`config.mk`:
```
export PLATFORM = sky130hd
export DESIGN_NAME = mandel_sched
export DESIGN_NICKNAME = d
export VERILOG_FILES = /design/src/rtl/mandel_sched.sv
export SDC_FILE = /design/constraint.sdc
export NUM_CORES = 1
export LEC_CHECK = 0
export CAP_MARGIN = 15
export CELL_PAD_IN_SITES_DETAIL_PLACEMENT = 0
export CELL_PAD_IN_SITES_GLOBAL_PLACEMENT = 1
export CORE_UTILIZATION = 42
export DETAILED_ROUTE_END_ITERATION = 10
export GPL_ROUTABILITY_DRIVEN = 0
export PLACE_DENSITY = 0.87
export SYNTH_ARGS = -nofsm -noshare
export SYNTH_HDL_FRONTEND = slang
export SYNTH_SLANG_ARGS = --single-unit
```
`constraint.sdc`:
```
create_clock -name CLK_100MHz -period 8.51 [get_ports CLK_100MHz]
set_input_delay 1.702 -clock CLK_100MHz [delete_from_list [all_inputs] [get_ports CLK_100MHz]]
set_output_delay 1.702 -clock CLK_100MHz [all_outputs]
set_load 0.02 [all_outputs]
```
`src/rtl/mandel_sched.sv`:
```
// Mandelbrot frame scheduler: walks the raster, hands coordinates round-robin to the
// iteration engines and funnels their results onto the frame-buffer write port. Option: FB_CLEAR_EN.

module mandel_sched_lane #(
  parameter int IDX   = 0,
  parameter int H_RES = 640,
  parameter int V_RES = 480,
  parameter int DW    = 7,
  parameter int N     = 2
) (
  input  logic [N*10-1:0] res_x,
  input  logic [N*9-1:0]  res_y,
  input  logic [N*DW-1:0] res_iter,
  output logic [9:0]      x,
  output logic [8:0]      y,
  output logic [DW-1:0]   iter,
  output logic            ok
);
  assign x    = res_x[10*IDX +: 10];
  assign y    = res_y[9*IDX +: 9];
  assign iter = res_iter[DW*IDX +: DW];
  assign ok   = (int'(x) < H_RES) && (int'(y) < V_RES);
endmodule

module mandel_sched #(
  parameter int NUM_ENG = 2,
  parameter int H_RES   = 640,
  parameter int V_RES   = 480,
  parameter int DW      = 7
) (
  input  logic                 CLK_100MHz,
  input  logic                 reset,
  input  logic                 start,
  output logic                 busy,
  output logic                 done,
  output logic                 err,
  input  logic [NUM_ENG-1:0]   job_ready,
  output logic [NUM_ENG-1:0]   job_valid,
  output logic [9:0]           job_x,
  output logic [8:0]           job_y,
  input  logic [NUM_ENG-1:0]   res_valid,
  output logic [NUM_ENG-1:0]   res_ready,
  input  logic [NUM_ENG*10-1:0] res_x,
  input  logic [NUM_ENG*9-1:0]  res_y,
  input  logic [NUM_ENG*DW-1:0] res_iter,
  output logic                 wea,
  output logic [18:0]          addr_w,
  output logic [DW-1:0]        dina
);
  localparam int PW = (NUM_ENG > 1) ? $clog2(NUM_ENG) : 1;
  localparam logic [18:0] LAST = 19'(H_RES*V_RES - 1);

  localparam logic [2:0] S_IDLE  = 3'd0;
  localparam logic [2:0] S_CLEAR = 3'd1;
  localparam logic [2:0] S_RUN   = 3'd2;
  localparam logic [2:0] S_DRAIN = 3'd3;
  localparam logic [2:0] S_DONE  = 3'd4;

  logic [2:0]    state;
  logic [9:0]    x, x_nxt;
  logic [8:0]    y, y_nxt;
  logic [18:0]   issued, written;
  logic          all_written;
  logic [PW-1:0] disp_ptr, col_ptr;
`ifdef FB_CLEAR_EN
  logic          clr_done;
`endif

  logic [NUM_ENG-1:0][9:0]    lx;
  logic [NUM_ENG-1:0][8:0]    ly;
  logic [NUM_ENG-1:0][DW-1:0] li;
  logic [NUM_ENG-1:0]         lok;

  for (genvar g = 0; g < NUM_ENG; g++) begin : g_lane
    mandel_sched_lane #(.IDX(g), .H_RES(H_RES), .V_RES(V_RES), .DW(DW), .N(NUM_ENG)) u_lane (
      .res_x(res_x), .res_y(res_y), .res_iter(res_iter),
      .x(lx[g]), .y(ly[g]), .iter(li[g]), .ok(lok[g])
    );
  end

  // First requester at or after ptr; MSB flags that anyone was found.
  function automatic logic [PW:0] rr_pick(input logic [NUM_ENG-1:0] req, input logic [PW-1:0] ptr);
    logic [PW:0] r;
    int idx;
    r = '0;
    for (int k = 0; k < NUM_ENG; k++) begin
      idx = (int'(ptr) + k) % NUM_ENG;
      if (!r[PW] && req[idx]) r = {1'b1, PW'(idx)};
    end
    return r;
  endfunction

  logic          d_any, c_any, d_go, c_go;
  logic [PW-1:0] d_pick, c_pick, d_nxt, c_nxt;

  always_comb begin
    {d_any, d_pick} = rr_pick(job_ready, disp_ptr);
    {c_any, c_pick} = rr_pick(res_valid, col_ptr);
    d_go  = (state == S_RUN) && d_any;
    c_go  = ((state == S_RUN) || (state == S_DRAIN)) && c_any;
    d_nxt = PW'((int'(d_pick) + 1) % NUM_ENG);
    c_nxt = PW'((int'(c_pick) + 1) % NUM_ENG);
    job_valid = d_go ? (NUM_ENG'(1) << d_pick) : '0;
    res_ready = c_go ? (NUM_ENG'(1) << c_pick) : '0;
    job_x = x;
    job_y = y;
    x_nxt = (x == 10'(H_RES - 1)) ? 10'd0 : x + 10'd1;
    y_nxt = (x == 10'(H_RES - 1)) ? y + 9'd1 : y;
  end

  always_ff @(posedge CLK_100MHz or posedge reset) begin
    if (reset) begin
      state       <= S_IDLE;
      busy        <= 1'b0;
      done        <= 1'b0;
      err         <= 1'b0;
      wea         <= 1'b0;
      addr_w      <= '0;
      dina        <= '0;
      x           <= '0;
      y           <= '0;
      issued      <= '0;
      written     <= '0;
      all_written <= 1'b0;
      disp_ptr    <= '0;
      col_ptr     <= '0;
`ifdef FB_CLEAR_EN
      clr_done    <= 1'b0;
`endif
    end else begin
      done <= 1'b0;
      wea  <= 1'b0;
      unique case (state)
        S_IDLE: if (start) begin
          busy        <= 1'b1;
          err         <= 1'b0;
          x           <= '0;
          y           <= '0;
          issued      <= '0;
          written     <= '0;
          all_written <= 1'b0;
`ifdef FB_CLEAR_EN
          clr_done    <= 1'b0;
          state       <= S_CLEAR;
`else
          state       <= S_RUN;
`endif
        end
`ifdef FB_CLEAR_EN
        // One spare cycle after the last clear write keeps the write port quiet into RUN.
        S_CLEAR: if (!clr_done) begin
          wea    <= 1'b1;
          addr_w <= {y, x};
          dina   <= '0;
          x      <= x_nxt;
          y      <= y_nxt;
          issued <= issued + 19'd1;
          if (issued == LAST) clr_done <= 1'b1;
        end else begin
          x      <= '0;
          y      <= '0;
          issued <= '0;
          state  <= S_RUN;
        end
`endif
        S_RUN: if (d_go) begin
          x        <= x_nxt;
          y        <= y_nxt;
          issued   <= issued + 19'd1;
          disp_ptr <= d_nxt;
          if (issued == LAST) state <= S_DRAIN;
        end
        S_DRAIN: if (all_written) begin
          state <= S_DONE;
          done  <= 1'b1;
        end
        S_DONE: begin
          state <= S_IDLE;
          busy  <= 1'b0;
        end
        default: state <= S_IDLE;
      endcase

      // Bad coordinates are still consumed and counted so the frame can finish.
      if (c_go) begin
        col_ptr <= c_nxt;
        written <= written + 19'd1;
        if (written == LAST) all_written <= 1'b1;
        if (lok[c_pick]) begin
          wea    <= 1'b1;
          addr_w <= {ly[c_pick], lx[c_pick]};
          dina   <= li[c_pick];
        end else begin
          err <= 1'b1;
        end
      end
    end
  end
endmodule

```
Figure 1. Ports around the boundary (run 1).
Pins as bars across the die edge, other pins in gray.
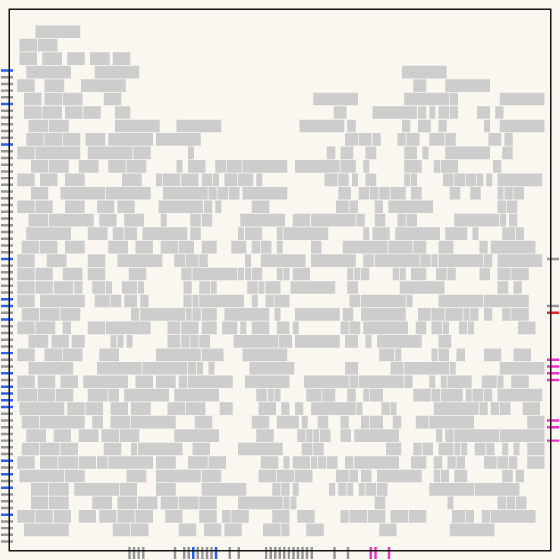
Red marks busy, pins 1, direction output, edge east. Magenta marks job_x, pins 10, direction output, edge 7 east, 3 south. Blue marks addr_w, pins 19, direction output, edge 17 west, 2 south.
All pins by edge: 71 west, 31 south, 10 east.

Figure 2. Clock distribution (run 1).
The bar under the picture is 20 um long.
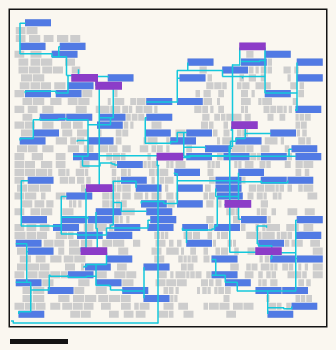
Purple marks clock drivers, count 9. Cyan marks clock wires, length 1220 um. Blue marks flip-flops, count 93.
There are 10 routed clock nets. Position of the flops: spread over the die.

==> results.txt, run 1 <==
Summary of the current implementation state.

- The worst hold path terminates at written[18]$_DFFE_PP0P_.
- The max-slew check reports its worst relative slack as a little under a third.
- The maximum fanout encountered on the critical timing path is 28, for reference.
- TritonRoute reported its final design rule violation total as 0.
- The timing report gives the biggest stage delay along the critical path as between 600 and 700 ps.
- Traced cell by cell, the critical path runs through clkdlybuf4s50_1, nor2b_1, nand2b_1, buf_4, and2_1, clkdlybuf4s50_1.
- The layout multi-input combinational cell count is between 300 and 400, for reference.
- The busiest layer in global routing is met2, for reference.
- The setup violation total in the final timing report is 0, for reference.
- For this run, the detailed router reports a per-instance via density of 5.75.
- The tap cell count is 140, for reference.
- In the final layout, the registers with the most flip-flops are addr_w (19), issued (19), written (19).
- The final layout report lists a clock buffer count of 12.
- The average instance area after synthesis is slightly above 10 um2, for reference.
- The fraction of synthesized cell area in xor and xnor cells is less than 1%, for reference.
- According to the I/O placement log, the pin count is around 110.
- Yosys attributes the largest share of cell area to sky130_fd_sc_hd__dfrtp_1 48%, sky130_fd_sc_hd__mux2_2 12%, sky130_fd_sc_hd__nand2_1 3.7%.
- The HPWL after detailed placement is 8.46 mm, for reference.
- The synthesis log from Yosys contains 0 warnings.
- In this run the cell area measured after placement is 6070 um2.
- Per the placement report, the placed cell count is 714.
- The chip area line of the yosys report is 4820 um2, for reference.
- The CTS tree is built, for reference.
- The count of antenna diodes in the layout is 0, for reference.
- The flow ran to the end, and the final reports show no timing, DRC or antenna violations.
- The synthesized design contains 0 enable-type register cells.
- The sequential fraction of the synthesis area is 48.3%, for reference.
- The number of fillers in the final layout is 964, for reference.
- The synthesized net count is ~540, for reference.
- The worst slack after detailed placement is about 2900 ps, for reference.
- On the critical path, the stage with the largest delay is an instance of sky130_fd_sc_hd__clkdlybuf4s50_1.
- The complex-gate fraction of the synthesized area is around an eighth, for reference.
- The via count of the first global-routing pass came to 4180.
- The highest clock frequency the design can meet is 184 MHz, for reference.
- The tally of max-capacitance violations is 0, for reference.
- STA classifies the critical path startpoint as an input port.
- The die is 109 um wide.
- After layout, the design draws a total of approximately 1400 uW.
- The met1 track utilization from global routing is between 20% and 30%, for reference.
- The tally of unique sky130hd cells used after synthesis is 46, for reference.
- The final layout report lists a non-clock inverter count of 12.
- The minimum clock period is between 5000 and 6000 ps, for reference.
- The number of H-tree levels is 3, for reference.
- The post-CTS resize count is 0, for reference.
- The element type at the critical path end is an output port, for reference.
- Summing the areas of all and, or, nand and nor instances in the mapped netlist gives around a fifth of the synthesized area.
- The gate count after technology mapping is 474, for reference.
- The detail route stage leaves a number of antenna-violating nets equal to 0.
Figure 3. Placement density heat map (run 1).
The die is cut into 11 by 11 equal tiles; white is low, dark blue is high, 0 to 100% covered.
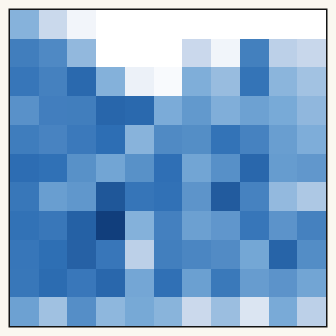
The mean over all tiles is 52%. The fullest tile reaches 94%. 12% of the tiles are over 75% full. 9.1% of the tiles are nearly empty. The emptiest ninth of the die: north.
initial cell density of the core: 43.7%
total core area: 11000 um2
Post-Route Utilization: 57.6%

Figure 4. M3 wires (run 1).
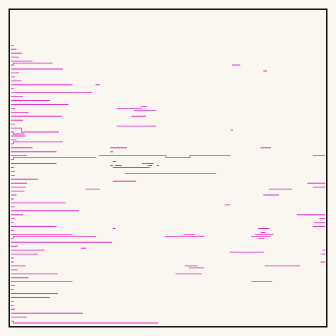
110 nets have wire on it. The layer carries 957 um of wire.
total vias in the final route: 4198
GR met3 Demand/Resource: 7.11%
post-detailed-routing wire length: 12.1 mm

-- run 1: power breakdown --
| group | switching (uW) | internal, uW |
|---|---|---|
| Clock | 168 | 213 |
| Combinational | 190 | 197 |
| Sequential | 74.4 | 522 |
-- run 1: logic make-up after synthesis --
group,Yosys count
compound gates,95
xor+xnor,4
fa+ha+maj,4
buf+inv,29
flops,93
mux,66
simple gates,183
-- run 1: how the worst max path moves through the flow --
stage,to,startpoint,slack (ps),depth (start not counted)
CTS,res_ready[1],res_valid[1],2870,4
global placement,res_ready[1],res_valid[1],2950,4
detailed placement,res_ready[1],res_valid[1],2900,4
finish,res_ready[0],res_valid[0],3090,6
global route,res_ready[0],res_valid[0],2980,6
floorplan,res_ready[0],res_valid[0],3900,5
Figure 5. Placement view (run 1).
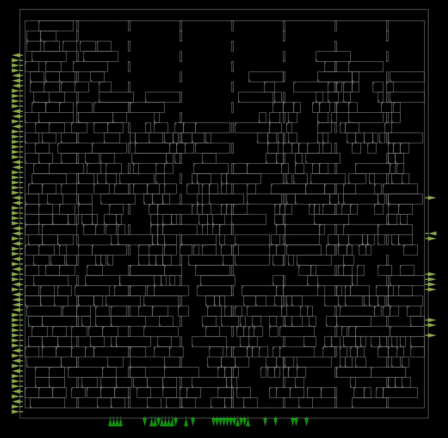

==> run 2: changes to the inputs <==
- CORE_UTILIZATION: 42 -> 39
- PLACE_DENSITY: 0.87 -> 0.82
- clock period: 8.51 -> 5.1 ns (I/O delays scaled with it)
Figure 6. Placement view (run 2).
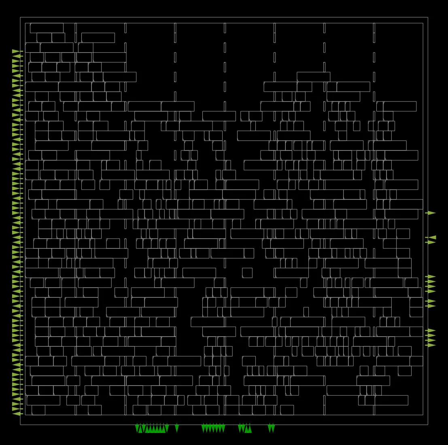
flop share of the area: 36.6%
Tapcell Cnt: 147
total core area: 12000 um2

==> results.txt, run 2 <==
Summary of the current implementation state.

- The fraction of synthesized cell area in xor and xnor cells was 0.727% (unchanged).
- The critical path goes through clkdlybuf4s50_1, nor2b_1, nand2b_1, and2_1, clkdlybuf4s50_1.
- The number of vias per cell after detailed routing is 5.60 (-2.6%).
- The gate count after technology mapping is 474 (unchanged), for reference.
- The worst slack after detailed placement is 1210 ps (-1680 ps).
- The number of logic inverters in the finished layout is 12 (unchanged), for reference.
- The HPWL after detailed placement was 8.69 mm (+2.6%).
- The met3 global-route usage was 6.75% (-0.36 points).
- The fraction of the core area covered by cells at the end of the flow is 52.9% (-4.7 points), for reference.
- The run finished with clean final reports.
- The total wirelength of the detailed-routed design is 12.1 mm (+0.37%).
- The number of instances in the placed design was 721 (+0.98%).
- The overall via count from detail_route came to 4126 (-1.7%).
- The maximum single-stage delay on the critical path is 610 ps (about the same).
- The final total power was 2280 uW (+67%).
- The layout clock buffer count is 10 (-2), for reference.
- The layout multi-input combinational cell count is 352 (unchanged), for reference.
- The tally of max-capacitance violations was 0 (unchanged).
- The busiest layer in global routing is met2, for reference.
- The number of fillers in the final layout is 1085 (+13%), for reference.
- The worst relative slew slack is 27.8% (-3.9 points), for reference.
- The initial core utilization is 40.1% (-3.6 points).
- The synthesis warning total came to 0 (unchanged).
- In this build the clock could be raised as far as about 260 MHz.
- The largest registers in the layout are addr_w (19), issued (19), written (19).
- The setup violation total in the final timing report was 0 (unchanged).
- The post-CTS resize count is 0 (unchanged), for reference.
- The average instance area after synthesis is 10.2 um2 (unchanged).
- The number of H-tree levels is 3 (unchanged), for reference.
- STA classifies the critical path startpoint as an input port.
- After layout, the minimum clock period comes to 3890 ps.
- The via count of the first global-routing pass is 4189 (+0.22%).
- The slowest cell on the critical path is sky130_fd_sc_hd__clkdlybuf4s50_1, for reference.
Figure 7. Clock distribution (run 2).
The bar under the picture is 20 um long.
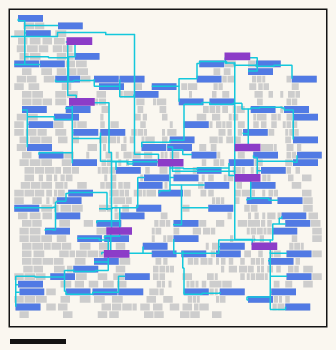
part of the power in the clock network: 28.2%
total clock network power: 641 uW
Worst Clk Skew: 10.7 ps

-- run 2: worst paths after layout --
path                                               from                 endpoint  slack [ps]  cells after the start
worst min register to register  written[18]$_DFFE_PP0P_  written[18]$_DFFE_PP0P_         480                      1
max in group asynchronous                         reset  written[18]$_DFFE_PP0P_        3230                      3
min in group asynchronous                         reset     disp_ptr$_DFFE_PP0P_         970                      2
worst min-delay path            written[18]$_DFFE_PP0P_  written[18]$_DFFE_PP0P_         480                      1
worst max register to register     state[1]$_DFFE_PP0P_     job_y[5]$_DFFE_PP0P_        1800                      4
worst max-delay path                       res_valid[0]             res_ready[0]        1210                      5
-- run 2: where the power goes --
part / switching [uW] / total (uW) / internal [uW]
registers: 125 / 996 / 871
clock network: 306 / 641 / 335
logic: 312 / 640 / 328
total: 743 / 2280 / 1530
Figure 8. M3 wires (run 2).
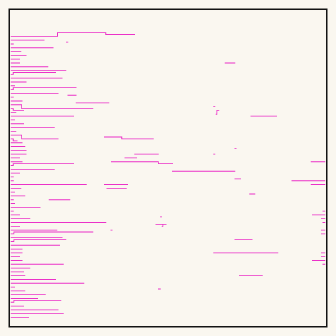

==> run 3: changes to the inputs <==
- clock period: 5.1 -> 3.6 ns (I/O delays scaled with it)
Figure 9. M3 wires (run 3).
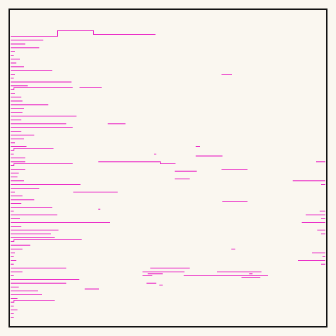
total vias in the final route: 4160
post-detailed-routing wire length: 12.2 mm
GR met3 Demand/Resource: 6.05%

Figure 10. Clock distribution (run 3).
The bar under the picture is 20 um long.
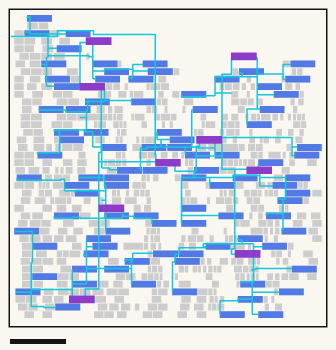
Cyan marks clock wires, length 1290 um. Purple marks clock drivers, count 9. Blue marks flip-flops, count 93.
Position of the flops: spread over the die.

==> results.txt, run 3 <==
Summary of the current implementation state.

- The fraction of synthesized cell area in xor and xnor cells is 0.727% (unchanged), for reference.
- The startpoint of the lowest-slack hold path is written[18]$_DFFE_PP0P_, for reference.
- The switching component of the power came to 1030 uW (+39%).
- The post-CTS resize count is 0 (unchanged), for reference.
- The sequential share of power is 42.0% (-1.7 points), for reference.
- The maximum single-stage delay on the critical path is 600 ps (about the same), for reference.
- The number of H-tree levels is 3 (unchanged), for reference.
- The minimum clock period is 3090 ps, for reference.
- The average instance area after synthesis came to 10.2 um2 (unchanged).
- The fraction of the core area covered by cells at the end of the flow is 53.7% (+0.74 points), for reference.
- The clock network power share came to 30.6% (+2.4 points).
- The largest clock skew in the final design is 4.14 ps (-6.55 ps), for reference.
- The setup violation total in the final timing report is 0 (unchanged), for reference.
- The launch point of the worst register-to-register path is recorded as job_x[0]$_DFFE_PP0P_.
- The internal power consumption is 2330 uW (+52%).
- The via count of the first global-routing pass was 4180 (-0.21%).
- The worst relative slew slack is 24.1% (-3.7 points), for reference.
- The reg-to-reg endpoint is job_y[7]$_DFFE_PP0P_, for reference.
- The number of cells traversed by the worst register-to-register path is 5 (+1), for reference.
- In the final layout, the registers with the most flip-flops are addr_w (19), issued (19), written (19).
- The register-to-register setup slack is 870 ps (-930 ps).
- The highest clock rate this design can be run at is 323 MHz.
- The run finished with clean final reports.
- The signal on the critical path passes through clkdlybuf4s50_1, nor2b_1, nand2b_1, and2_1, clkdlybuf4s50_1.
- For hold timing, the worst endpoint is written[18]$_DFFE_PP0P_.
- The tally of max-capacitance violations is 0 (unchanged).
- The placeable core region is 12000 um2 (unchanged), for reference.
- The gate count after technology mapping was 474 (unchanged).
- The end point of the critical path is res_ready[0], for reference.
- The share of total power consumed by net switching came to 30.7% (-1.9 points).
- The worst setup path is launched from an input port.
- The proportion of power drawn by combinational gates came to 27.3% (-0.8 points).
-- run 3: per-layer routing --
metal  share of wire [%]  track usage [%]  vias up
li1                    -                -     1990
met1                  44             25.6     2025
met2                  47             33.2      131
met3                 7.5             6.05       14
met4                 1.5             8.42        0
met5                   0                0        -
-- run 3: area by class of cell --
| type | count | area (um2) |
|---|---|---|
| inverter | 12 | 46.3 |
| timing repair buffer | 122 | 1210 |
| sequential | 93 | 2330 |
| multi-input combinational | 352 | 2370 |
| clock inverter | 4 | 72.6 |
| fill | 1086 | 5570 |
| clock buffer | 11 | 243 |
| tap | 147 | 184 |
-- run 3: power groups by stage --
stage	Combinational (uW)	Clock, uW	Sequential (uW)
after floorplan	397	0	1530
after global placement	906	0	1420
after detailed placement	923	0	1430
after CTS	929	1050	1410
after global routing	1000	1100	1450
final	918	1030	1410
No activity file was given, so power comes from the tool's default toggle rates.
